==> run_1/congestion_map.png <==
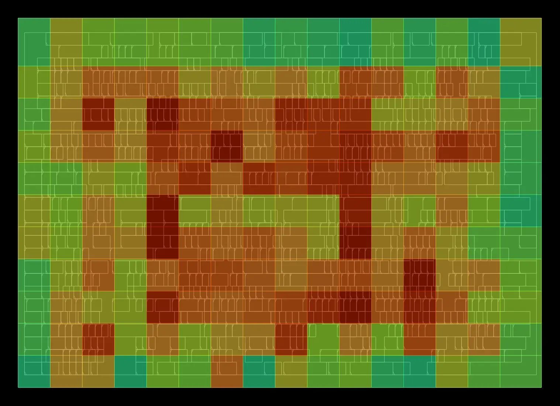
==> run_1/route_heat.png <==
(3 px per um) The die is cut into 22 by 16 equal tiles; white is low, dark blue is high, scaled to the fullest tile. Values are wire area over tile area, all layers added.
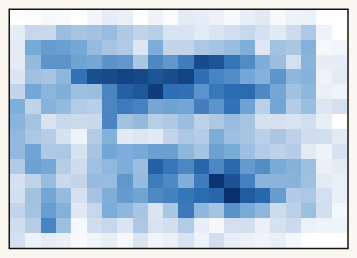
==> run_1/closeup.png <==
Window x 41 to 71, y 9 to 39 um. Cells in grey, sequential cells in the stronger grey; small squares are vias.
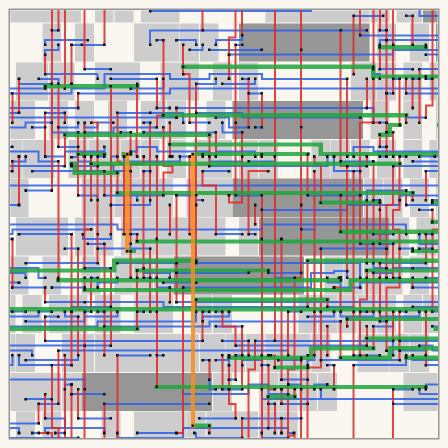
[src/rtl/cpu_types_pkg.sv]
// ---------------------------------------------------------------------------
// cpu_types_pkg
//   Shared CPU control types.
//   pipe_state_t : per-latch control word driven by the hazard controller
//                  ENABLE loads the latch, STALL holds it, NOP loads a bubble.
//   hzd_state_t  : states of the hazard controller FSM.
//   Also holds a few defaults and small helpers used by the controller.
// ---------------------------------------------------------------------------
package cpu_types_pkg;

   typedef enum logic [1:0] {
      PIPE_ENABLE = 2'b00,
      PIPE_STALL  = 2'b01,
      PIPE_NOP    = 2'b10
   } pipe_state_t;

   typedef enum logic [1:0] {
      HZ_RUN,
      HZ_DWAIT,
      HZ_HALTED
   } hzd_state_t;

   // Defaults for the controller's widths.
   localparam int DEFAULT_CNT_W = 32;
   localparam int DEFAULT_REG_W = 5;

   // A data-memory access is outstanding when the MEM stage touches memory
   // and the dcache has not yet answered.
   function automatic logic dmemWaiting(input logic dren,
                                        input logic dwen,
                                        input logic hit);
      return (dren | dwen) & ~hit;
   endfunction

endpackage

[src/rtl/sat_counter.sv]
// ---------------------------------------------------------------------------
// sat_counter
//   Saturating up-counter used for the controller's performance counters.
//   Counts up by one on each enabled cycle, sticks at all-ones, and holds
//   its value while frozen.
// Ports
//   clk    : clock, rising edge
//   rst    : asynchronous reset, active high, clears the count
//   inc    : count this cycle
//   freeze : hold the count regardless of inc
//   q      : current count, CNT_W bits
// ---------------------------------------------------------------------------
module sat_counter #(
   parameter int CNT_W = 32
) (
   input  logic             clk,
   input  logic             rst,
   input  logic             inc,
   input  logic             freeze,
   output logic [CNT_W-1:0] q
);

   localparam logic [CNT_W-1:0] ONE = {{(CNT_W-1){1'b0}}, 1'b1};

   logic atMax;

   // Saturation point is all-ones; the counter never wraps back to zero.
   always_comb begin
      atMax = (q == {CNT_W{1'b1}});
   end

   // Count register: advances only when asked, not frozen and not saturated.
   always_ff @(posedge clk or posedge rst) begin
      if (rst) begin
         q <= '0;
      end else if (inc && !freeze && !atMax) begin
         q <= q + ONE;
      end
   end

endmodule

[src/rtl/pipeline_hazard_ctrl.sv]
// ---------------------------------------------------------------------------
// pipeline_hazard_ctrl
//   Central pipeline controller. Produces the control word for each of the
//   four pipeline latches (FD, DE, EM, MW) and the PC write enable from the
//   cache handshakes, the load-use operands, MEM-stage redirects and halt.
//   Keeps a RUN / DWAIT / HALTED FSM and two saturating performance counters.
// Ports
//   CLK, RST           : clock (rising edge), asynchronous active-high reset
//   ihit               : icache delivered an instruction this cycle
//   dhit               : dcache completed the MEM-stage access this cycle
//   m_dren, m_dwen     : MEM-stage instruction reads / writes data memory
//   m_redirect         : MEM stage resolved a taken branch or jump
//   e_memread, e_rd    : EX-stage instruction is a load, and its destination
//   d_rs, d_rt         : source registers of the DE-stage instruction
//   w_halt             : HALT instruction sits in the MW latch
//   pc_en              : PC loads its next value
//   fd/de/em/mw_state  : pipe_state_t control for each latch
//   halt               : high while the controller is HALTED
//   stall_cnt          : cycles with pc_en low while not halted (saturating)
//   flush_cnt          : redirects accepted (saturating)
// ---------------------------------------------------------------------------
module pipeline_hazard_ctrl
   import cpu_types_pkg::*;
#(
   parameter int CNT_W = DEFAULT_CNT_W,
   parameter int REG_W = DEFAULT_REG_W
) (
   input  logic             CLK,
   input  logic             RST,
   input  logic             ihit,
   input  logic             dhit,
   input  logic             m_dren,
   input  logic             m_dwen,
   input  logic             m_redirect,
   input  logic             e_memread,
   input  logic [REG_W-1:0] e_rd,
   input  logic [REG_W-1:0] d_rs,
   input  logic [REG_W-1:0] d_rt,
   input  logic             w_halt,
   output logic             pc_en,
   output logic [1:0]       fd_state,
   output logic [1:0]       de_state,
   output logic [1:0]       em_state,
   output logic [1:0]       mw_state,
   output logic             halt,
   output logic [CNT_W-1:0] stall_cnt,
   output logic [CNT_W-1:0] flush_cnt
);

   hzd_state_t  state;
   hzd_state_t  nextState;
   pipe_state_t fdCtrl;
   pipe_state_t deCtrl;
   pipe_state_t emCtrl;
   pipe_state_t mwCtrl;
   logic        pcEnable;
   logic        halted;
   logic        dmemPending;
   logic        loadUse;
   logic        redirectFire;

   // Hazard detection terms. A load into r0 never creates a dependency
   // because r0 is hard-wired to zero.
   always_comb begin
      dmemPending = dmemWaiting(m_dren, m_dwen, dhit);
      loadUse     = e_memread && (e_rd != '0) &&
                    ((e_rd == d_rs) || (e_rd == d_rt));
      halted      = (state == HZ_HALTED);
   end

   // FSM state register. Reset always lands in RUN, so a reset taken while
   // waiting on the dcache or while halted leaves no stall behind.
   always_ff @(posedge CLK or posedge RST) begin
      if (RST) begin
         state <= HZ_RUN;
      end else begin
         state <= nextState;
      end
   end

   // FSM next state. DWAIT tracks an outstanding dcache access; HALTED is a
   // trap state left only through reset. A HALT reaching writeback wins over
   // every other transition.
   always_comb begin
      nextState = state;
      case (state)
         HZ_RUN: begin
            if (dmemPending) begin
               nextState = HZ_DWAIT;
            end
         end
         HZ_DWAIT: begin
            if (dhit) begin
               nextState = HZ_RUN;
            end
         end
         HZ_HALTED: begin
            nextState = HZ_HALTED;
         end
         default: begin
            nextState = HZ_RUN;
         end
      endcase
      if (w_halt) begin
         nextState = HZ_HALTED;
      end
   end

   // Latch control priority mux, first match wins. A redirect held behind a
   // dcache wait is not lost: EM stays stalled, so m_redirect is still high
   // on the dhit cycle and fires exactly once then. A redirect also ignores
   // ihit because fetch restarts from the new PC anyway.
   always_comb begin
      pcEnable     = 1'b1;
      fdCtrl       = PIPE_ENABLE;
      deCtrl       = PIPE_ENABLE;
      emCtrl       = PIPE_ENABLE;
      mwCtrl       = PIPE_ENABLE;
      redirectFire = 1'b0;
      if (halted) begin
         pcEnable = 1'b0;
         fdCtrl   = PIPE_STALL;
         deCtrl   = PIPE_STALL;
         emCtrl   = PIPE_STALL;
         mwCtrl   = PIPE_STALL;
      end else if (dmemPending) begin
         pcEnable = 1'b0;
         fdCtrl   = PIPE_STALL;
         deCtrl   = PIPE_STALL;
         emCtrl   = PIPE_STALL;
         mwCtrl   = PIPE_NOP;
      end else if (m_redirect) begin
         pcEnable     = 1'b1;
         fdCtrl       = PIPE_NOP;
         deCtrl       = PIPE_NOP;
         emCtrl       = PIPE_NOP;
         mwCtrl       = PIPE_ENABLE;
         redirectFire = 1'b1;
      end else if (loadUse) begin
         pcEnable = 1'b0;
         fdCtrl   = PIPE_STALL;
         deCtrl   = PIPE_NOP;
      end else if (!ihit) begin
         pcEnable = 1'b0;
         fdCtrl   = PIPE_NOP;
      end
   end

   // Drive the ports from the typed control values.
   always_comb begin
      pc_en    = pcEnable;
      fd_state = fdCtrl;
      de_state = deCtrl;
      em_state = emCtrl;
      mw_state = mwCtrl;
      halt     = halted;
   end

   // Stall cycles: any cycle the PC does not advance, frozen once halted.
   sat_counter #(
      .CNT_W (CNT_W)
   ) stallCounter (
      .clk    (CLK),
      .rst    (RST),
      .inc    (~pcEnable),
      .freeze (halted),
      .q      (stall_cnt)
   );

   // Accepted redirects: only cycles where the redirect actually flushed.
   sat_counter #(
      .CNT_W (CNT_W)
   ) flushCounter (
      .clk    (CLK),
      .rst    (RST),
      .inc    (redirectFire),
      .freeze (halted),
      .q      (flush_cnt)
   );

endmodule

[config.mk]
export PLATFORM = sky130hd
export DESIGN_NAME = pipeline_hazard_ctrl
export DESIGN_NICKNAME = d
export VERILOG_FILES = /design/src/rtl/cpu_types_pkg.sv /design/src/rtl/sat_counter.sv /design/src/rtl/pipeline_hazard_ctrl.sv
export SDC_FILE = /design/constraint.sdc
export NUM_CORES = 1
export LEC_CHECK = 0
export ABC_AREA = 1
export CAP_MARGIN = 0
export CORE_ASPECT_RATIO = 0.7
export CORE_UTILIZATION = 57
export DETAILED_ROUTE_END_ITERATION = 7
export GPL_ROUTABILITY_DRIVEN = 0
export PLACE_DENSITY_LB_ADDON = 0.08
export SYNTH_ARGS = -nofsm -noshare
export SYNTH_HDL_FRONTEND = slang
export SYNTH_HIERARCHICAL = 1
export SYNTH_SLANG_ARGS = --single-unit
[constraint.sdc]
create_clock -name CLK -period 3.7 [get_ports CLK]
set_input_delay 0.74 -clock CLK [delete_from_list [all_inputs] [get_ports CLK]]
set_output_delay 0.74 -clock CLK [all_outputs]
set_load 0.02 [all_outputs]
==> flow_metrics.py, run 1 <==
# Flow results
metrics = {
    "status": {
        "run_status": "completed",
    },
    "floorplanning": {
        "initial_core_util": 0.602,
        "pin_count": 98,
    },
    "yosys": {
        "synthArstFlopShare": 1.00,
        "top_cell": "nand2_1",
        "synth.cell_area_um2": 4860,
        "yosys-stat-area_um2": 4860,
    },
    "layout": {
        "num_antenna_cells": 0,
        "finish.utilization": 0.764,
        "lay_top_cells": "nand2_1, nor2_1, clkdlybuf4s50_1, inv_1, dfrtp_1",
        "final_common_cell": "nand2_1",
        "fin_nets": 910,
        "area_growth_pct": 26.9,
        "drive_gt1_frac": 0.0653,
    },
    "drt": {
        "postRouteAntennaNets": 0,
        "viasPerCell": 5.41,
        "first_pass_iters": 7,
        "wl_met2_um": 5920,
        "dr_wl_met3_um": 1890,
    },
    "pwr": {
        "power_mw": 1.63,
        "p_leak_nw": 2.90,
    },
    "critical_path": {
        "cp.buffers_inverters": 3,
        "reg2reg_slack_ns": 1.58,
        "critPathKind": "in2out",
        "crit_chain": "clkdlybuf4s50_1 > inv_1 > nand2_1 > nand2_1 > nor2_1 > nand3_1 > nand2_2 > nand2_2 > o21ai_2 > clkdlybuf4s50_1",
        "critical-path-top-delay-family": "buffers and inverters",
    },
    "grt": {
        "busiest_layer": "met2",
        "gr-total-overflow": 0,
        "grt_pass1_vias": 4860,
    },
    "final_timing": {
        "tightest_slew_ns": 0.599,
        "setup_violations": 0,
        "slew_headroom": 0.601,
        "grt_setup_unrepaired": "no",
    },
    "place": {
        "dp.cells": 974,
    },
    "worst_hold_path": {
        "holdCritPathClass": "reg2reg",
    },
    "cts": {
        "cts_resized": 0,
        "cts_max_level": 3,
    },
}
About congestion_map.png:
Avg WL per Cell: 14.3 um
grt met3 use: 0.116
GR Util met2: 0.503

About route_heat.png:
nearly empty tiles: 3.1%
fullest tile: 0.76
tiles over half the peak: 27%
mean over tiles: 0.27
densest ninth of the die: middle
GRT Util Overall: 0.332
final WL: 14100 um
routed via count: 5349

About closeup.png:
legend:
  red:
    layer: M2
  green:
    layer: M3
  orange:
    layer: M4
  blue:
    layer: M1
most frequent: nand2_1 (52), nor2_1 (18), inv_1 (7)
netlist names of flops here include: flushCounter/q (6)
cells with their middle in the window: 111
sequential cells in the window: 6

==> run 1: flip-flops by register name, indices dropped and copies added, names as in the netlist <==
register and flops:
state 2, flushCounter/q 32, stallCounter/q 32
==> run 1: kinds of logic (layout without fill, tap and decap cells) <==
family / Yosys count / in the layout / synth area share
AND/OR/NAND/NOR: 590 / 590 / 0.509
XOR/XNOR: 26 / 26 / 0.0468
AND-OR/OR-AND: 11 / 11 / 0.0152
buffers and inverters: 88 / 193 / 0.0841
flip-flops: 66 / 66 / 0.340
adder cells (fa/ha/maj): 2 / 2 / 0.00515
==> run 1: power by group <==
group	leakage [nW]	internal, mW	total, mW	switching (mW)
clock network	0.142	0.534	0.837	0.303
logic	1.84	0.0314	0.0690	0.0376
registers	0.917	0.722	0.722	0
total	2.90	1.29	1.63	0.341
==> run 1: stage by stage <==
stage | hold slack, ns | setup WS, ns
floorplan | 0.477 | 1.50
global placement | 0.493 | 0.504
detailed placement | 0.500 | 0.423
CTS | 0.522 | 0.413
global route | 0.543 | 0.238
finish | 0.513 | 0.396
==> run 1: worst min-delay path, delay by kind of cell, from the launching register on <==
kind | cells | cell delay, ns
flops | 1 | 0.32
compound gates | 1 | 0.04
simple gates | 1 | 0.06
buf+inv | 1 | 0.06
==> run 1: worst max-delay path by stage <==
stage	end	start	cells past startpoint
floorplan	fd_state[1]	m_dren	7
global placement	de_state[1]	e_rd[0]	10
detailed placement	de_state[1]	e_rd[1]	10
CTS	de_state[1]	e_rd[1]	10
global route	de_state[1]	e_rd[0]	10
finish	de_state[1]	e_rd[1]	10
==> run 1: final cells by class <==
type,count,area (um2)
inverter,77,289
timing repair buffer,101,1010
tap,101,126
clock inverter,3,40.0
fill,647,1910
multi-input combinational,629,2800
clock buffer,12,246
sequential,66,1650
## Run 2: what changed since run 1
--- a/config.mk
+++ b/config.mk
@@ -6,7 +6,7 @@
 export NUM_CORES = 1
 export LEC_CHECK = 0
 export ABC_AREA = 1
-export CAP_MARGIN = 0
+export CAP_MARGIN = 5
 export CORE_ASPECT_RATIO = 0.7
 export CORE_UTILIZATION = 57
 export DETAILED_ROUTE_END_ITERATION = 7
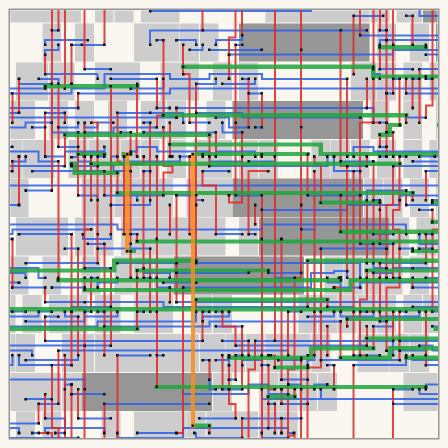
(run_2/closeup.png)
Window x 41 to 71, y 9 to 39 um. Cells in grey, sequential cells in the stronger grey; small squares are vias.
legend:
  green:
    layer: M3
  blue:
    layer: M1
  orange:
    layer: M4
  red:
    layer: M2
most frequent: nand2_1 (52), nor2_1 (18), inv_1 (7)
cells with their middle in the window: 111
sequential cells in the window: 6
netlist names of flops here include: flushCounter/q (6)

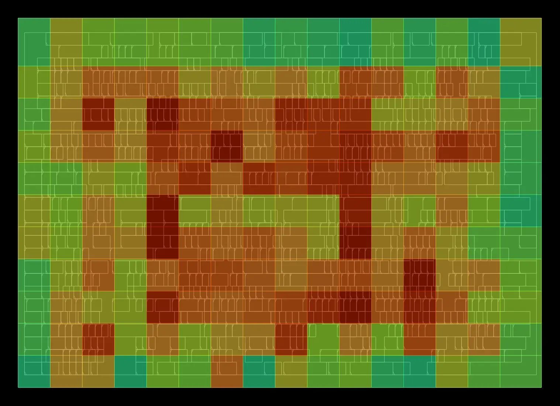
(run_2/congestion_map.png)
GRT met1 Usage: 0.450
busiest grt layer: met2

==> run 2 against run 1 <==
  * Sequential power hardly changed
  * Total power stayed put
  * Register-to-register slack hardly changed
  * First-iteration DRC count stayed put
  * Hold slack stayed put
  * Non-clock buffer count stayed put
  * Clock-buffer cell count stayed put
  * Sequential share of layout area stayed put
  * Cell count stayed put
  * Critical path depth stayed put
  * Largest cell class unchanged
  * Largest power group unchanged
==> flow_metrics.py, run 2 <==
# Flow results
metrics = {
    "drt": {
        "wl_met2_um": 5920,
        "postRouteAntennaNets": 0,
        "drt-wirelength-per-cell_um": 14.3,
        "wl_um": 14100,
        "first_pass_iters": 7,
        "vias": 5349,
    },
    "layout": {
        "lay_top_cells": "nand2_1, nor2_1, clkdlybuf4s50_1, inv_1, dfrtp_1",
        "largest_registers": "flushCounter/q x32, stallCounter/q x32, state x2",
        "fillCellCount": 647,
        "area_growth_pct": 26.9,
        "num_antenna_cells": 0,
        "finish.utilization": 0.764,
    },
    "final_timing": {
        "tightest_slew_ns": 0.599,
        "setup_violations": 0,
        "setup_ws_ns": 0.396,
        "grt_setup_unrepaired": "no",
        "slew_headroom": 0.601,
    },
    "grt": {
        "grt_pass1_vias": 4860,
        "gr-total-overflow": 0,
        "met2_usage": 0.503,
        "global_route.usage.met3": 0.116,
    },
    "status": {
        "run_status": "completed",
    },
    "floorplanning": {
        "initial_core_util": 0.602,
        "pin_count": 98,
    },
    "yosys": {
        "synthArstFlopShare": 1.00,
        "yosys-stat-area_um2": 4860,
        "top_cell": "nand2_1",
    },
    "critical_path": {
        "cp.buffers_inverters": 3,
        "critPathKind": "in2out",
    },
    "cts": {
        "cts_max_level": 3,
        "cts_resized": 0,
    },
    "pwr": {
        "power_mw": 1.63,
    },
    "worst_hold_path": {
        "holdCritPathClass": "reg2reg",
    },
    "place": {
        "post-place-ws_ns": 0.423,
        "dp.cells": 974,
    },
}
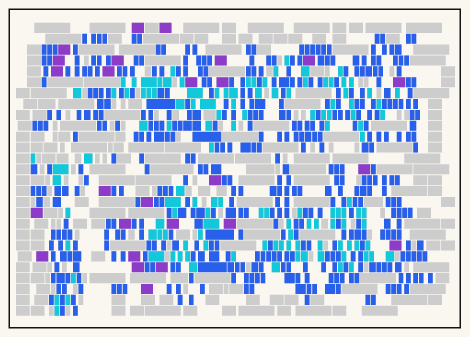
(run_2/gates.png)
(4 px per um)
legend:
  blue:
    family: nand cells
    cells: 466
    most_used: nand2_1
    where: widely spread
  cyan:
    family: nor cells
    cells: 124
    most_used: nor2_1
  purple:
    family: xor and xnor cells
    cells: 26
    most_used: xor2_1
    where: widely spread
Non-Filler Instances: 989
Top cell excl fill/tap: nand2_1
fraction of area in multi-input gates: 0.454

-- run 2: cell counts in the layout (fill, tap and decap cells not counted) --
No cell type changed its count.
-- run 2: final timing paths --
path / from / end / slack [ns] / cells past startpoint
max: e_rd[1] / de_state[1] / 0.40 / 10
min: state[1] / state[0] / 0.51 / 3
max reg2reg: flushCounter/q[0] / flushCounter/q[14] / 1.58 / 9
min reg2reg: state[1] / state[0] / 0.51 / 3
max in group asynchronous: RST / stallCounter/q[28] / 2.49 / 3
min in group asynchronous: RST / state[0] / 0.64 / 2
-- run 2: through the flow --
| step | hold WS, ns | instance area, um2 |
|---|---|---|
| final | 0.513 | 6170 |
| after global routing | 0.543 | 6170 |
| after CTS | 0.522 | 6170 |
| after detailed placement | 0.500 | 5880 |
| after global placement | 0.493 | 5880 |
| after floorplan | 0.477 | 4860 |
-- run 2: area by class of cell --
cell class / count / area [um2] / share of cell area
sequential: 66 / 1650 / 0.268
clock inverter: 3 / 40.0 / 0.00649
timing repair buffer: 101 / 1010 / 0.164
inverter: 77 / 289 / 0.0469
multi-input combinational: 629 / 2800 / 0.454
tap: 101 / 126 / 0.0205
clock buffer: 12 / 246 / 0.0400
-- run 2: logic make-up (layout without fill, tap and decap cells) --
logic type               count (synthesis)  after routing  share of synthesized area
AND-OR/OR-AND                           11             11                     0.0152
AND/OR/NAND/NOR                        590            590                      0.509
XOR/XNOR                                26             26                     0.0468
buffers and inverters                   88            193                     0.0841
flip-flops                              66             66                      0.340
adder cells (fa/ha/maj)                  2              2                    0.00515
-- run 2: where the power goes --
| part | internal (mW) | switching [mW] | leakage [nW] |
|---|---|---|---|
| clock | 0.534 | 0.303 | 0.142 |
| combinational | 0.0314 | 0.0376 | 1.84 |
| sequential | 0.722 | 0 | 0.917 |
## Run 3: what changed since run 2
--- a/config.mk
+++ b/config.mk
@@ -12,6 +12,7 @@
 export DETAILED_ROUTE_END_ITERATION = 7
 export GPL_ROUTABILITY_DRIVEN = 0
 export PLACE_DENSITY_LB_ADDON = 0.08
+export SLEW_MARGIN = 20
 export SYNTH_ARGS = -nofsm -noshare
 export SYNTH_HDL_FRONTEND = slang
 export SYNTH_HIERARCHICAL = 1
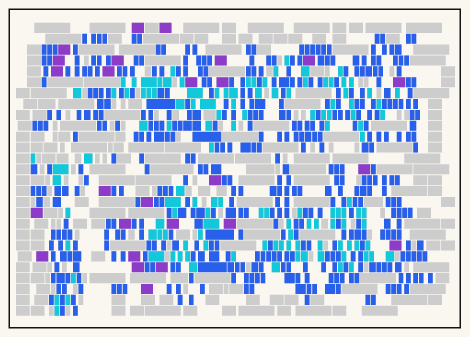
(run_3/gates.png)
(4 px per um)
legend:
  purple:
    family: xor and xnor cells
    cells: 26
    most_used: xor2_1
    where: widely spread
  blue:
    family: nand cells
    cells: 466
    most_used: nand2_1
    where: widely spread
  cyan:
    family: nor cells
    cells: 124
    most_used: nor2_1

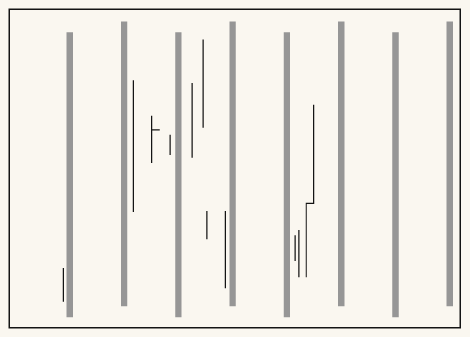
(run_3/m4.png)
(4 px per um) Supply wires on this layer in grey.
wire length on this layer: 187 um
share of all routed wire: 1.3%
nets with wire on the layer: 10

==> run 3 against run 2 <==
  * Synthesized cell count unchanged
  * Non-clock buffer count did not move
  * Die area stayed put
  * Critical path depth is the same
  * Cell count is the same
  * Combinational power about the same
  * Utilization unchanged
  * Via count is the same
  * Sequential cell count unchanged
  * First-iteration DRC count unchanged
  * Global-route usage stayed put
  * Clock-buffer cell count is the same
  * Critical path type unchanged
  * Largest cell class unchanged
==> flow_metrics.py, run 3 <==
# Flow results
metrics = {
    "grt": {
        "busiest_layer": "met2",
        "gr-total-overflow": 0,
        "met2_usage": 0.503,
        "grt_pass1_vias": 4860,
        "grt_usage": 0.332,
    },
    "layout": {
        "seq_area_um2": 1650,
        "num_antenna_cells": 0,
        "drive_gt1_frac": 0.0653,
        "area_growth_pct": 26.9,
        "fin_nets": 910,
        "finish.utilization": 0.764,
        "final_common_cell": "nand2_1",
    },
    "yosys": {
        "simple_gate_area_frac": 0.509,
        "synthMuxAreaShare": 0,
        "ys_sh_adder": 0.00515,
        "ys_sh_aoi": 0.0152,
        "yosys-stat-area_um2": 4860,
        "synthArstFlopShare": 1.00,
    },
    "place": {
        "place_area_um2": 5880,
        "dp.cells": 974,
    },
    "drt": {
        "viasPerCell": 5.41,
        "wl_um": 14100,
        "drt-wirelength-per-cell_um": 14.3,
        "vias": 5349,
    },
    "pwr": {
        "p_clk_frac": 0.514,
        "seq_power_share": 0.444,
        "p_switching_uw": 341,
        "switching_share": 0.209,
        "p_comb_frac": 0.042,
    },
    "worst_hold_path": {
        "holdPathEnd": "state[0]",
        "min_from": "state[1]",
    },
    "critical_path": {
        "reg2reg_slack_ns": 1.58,
        "crit_cells": 10,
        "cp.buffers_inverters": 3,
        "critical-path-top-delay-family": "buffers and inverters",
        "critPathKind": "in2out",
        "r2r_cells": 9,
        "regToRegEndpoint": "flushCounter/q[14]",
        "crit_chain": "clkdlybuf4s50_1 > inv_1 > nand2_1 > nand2_1 > nor2_1 > nand3_1 > nand2_2 > nand2_2 > o21ai_2 > clkdlybuf4s50_1",
    },
    "final_timing": {
        "holdWs_ns": 0.513,
        "grt_setup_unrepaired": "no",
        "tightest_slew_ns": 0.599,
        "slew_headroom": 0.601,
    },
    "status": {
        "run_status": "completed",
    },
    "floorplanning": {
        "pin_count": 98,
    },
}
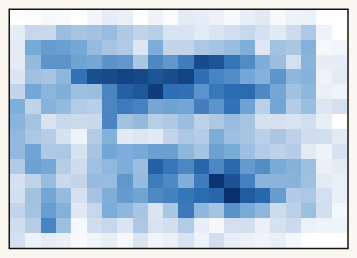
(run_3/route_heat.png)
(3 px per um) The die is cut into 22 by 16 equal tiles; white is low, dark blue is high, scaled to the fullest tile. Values are wire area over tile area, all layers added.
mean over tiles: 0.27
nearly empty tiles: 3.1%
densest ninth of the die: middle
tiles over half the peak: 27%
fullest tile: 0.76

run 3: cell counts in the layout (fill, tap and decap cells not counted):
Identical to the previous run, type by type.
run 3: stage by stage:
| stage | setup slack, ns | total power, mW |
|---|---|---|
| after CTS | 0.413 | 1.64 |
| after floorplan | 1.50 | 0.765 |
| after global placement | 0.504 | 0.799 |
| final | 0.396 | 1.63 |
| after global routing | 0.238 | 1.68 |
| after detailed placement | 0.423 | 0.804 |
run 3: cells by family (layout without fill, tap and decap cells):
| group | after synthesis | count (layout) |
|---|---|---|
| AND-OR/OR-AND | 11 | 11 |
| AND/OR/NAND/NOR | 590 | 590 |
| adder cells (fa/ha/maj) | 2 | 2 |
| XOR/XNOR | 26 | 26 |
| flip-flops | 66 | 66 |
| buffers and inverters | 88 | 193 |
run 3: area by class of cell:
| class | count | area share |
|---|---|---|
| repair buffers | 101 | 0.164 |
| inverters | 77 | 0.0469 |
| multi-input cells | 629 | 0.454 |
| flip-flops and latches | 66 | 0.268 |
| well taps | 101 | 0.0205 |
| clock inverters | 3 | 0.00649 |
| clock buffers | 12 | 0.0400 |
run 3: tightest hold or removal path, delay by kind of cell, from the launching register on:
family / cells / cell delay, ns
compound gates: 1 / 0.04
simple gates: 1 / 0.06
flops: 1 / 0.32
buf+inv: 1 / 0.06
run 3: power by group through the flow:
stage / Sequential [mW] / Clock (mW) / Combinational [mW]
2_1_floorplan: 0.735 / 0 / 0.0298
3_3_place_gp: 0.735 / 0 / 0.0643
3_5_place_dp: 0.735 / 0 / 0.0692
4_1_cts: 0.722 / 0.847 / 0.0692
5_1_grt: 0.722 / 0.877 / 0.0773
6_report: 0.722 / 0.837 / 0.0690
run 3: layer usage:
metal  vias up  routed length (um)
li1       2561                   -
met1      2435                6140
met2       325                5920
met3        28                1890
met4         0                 187
met5         -                   0
Power figures rest on the tool's default switching activity, not on a simulated workload.
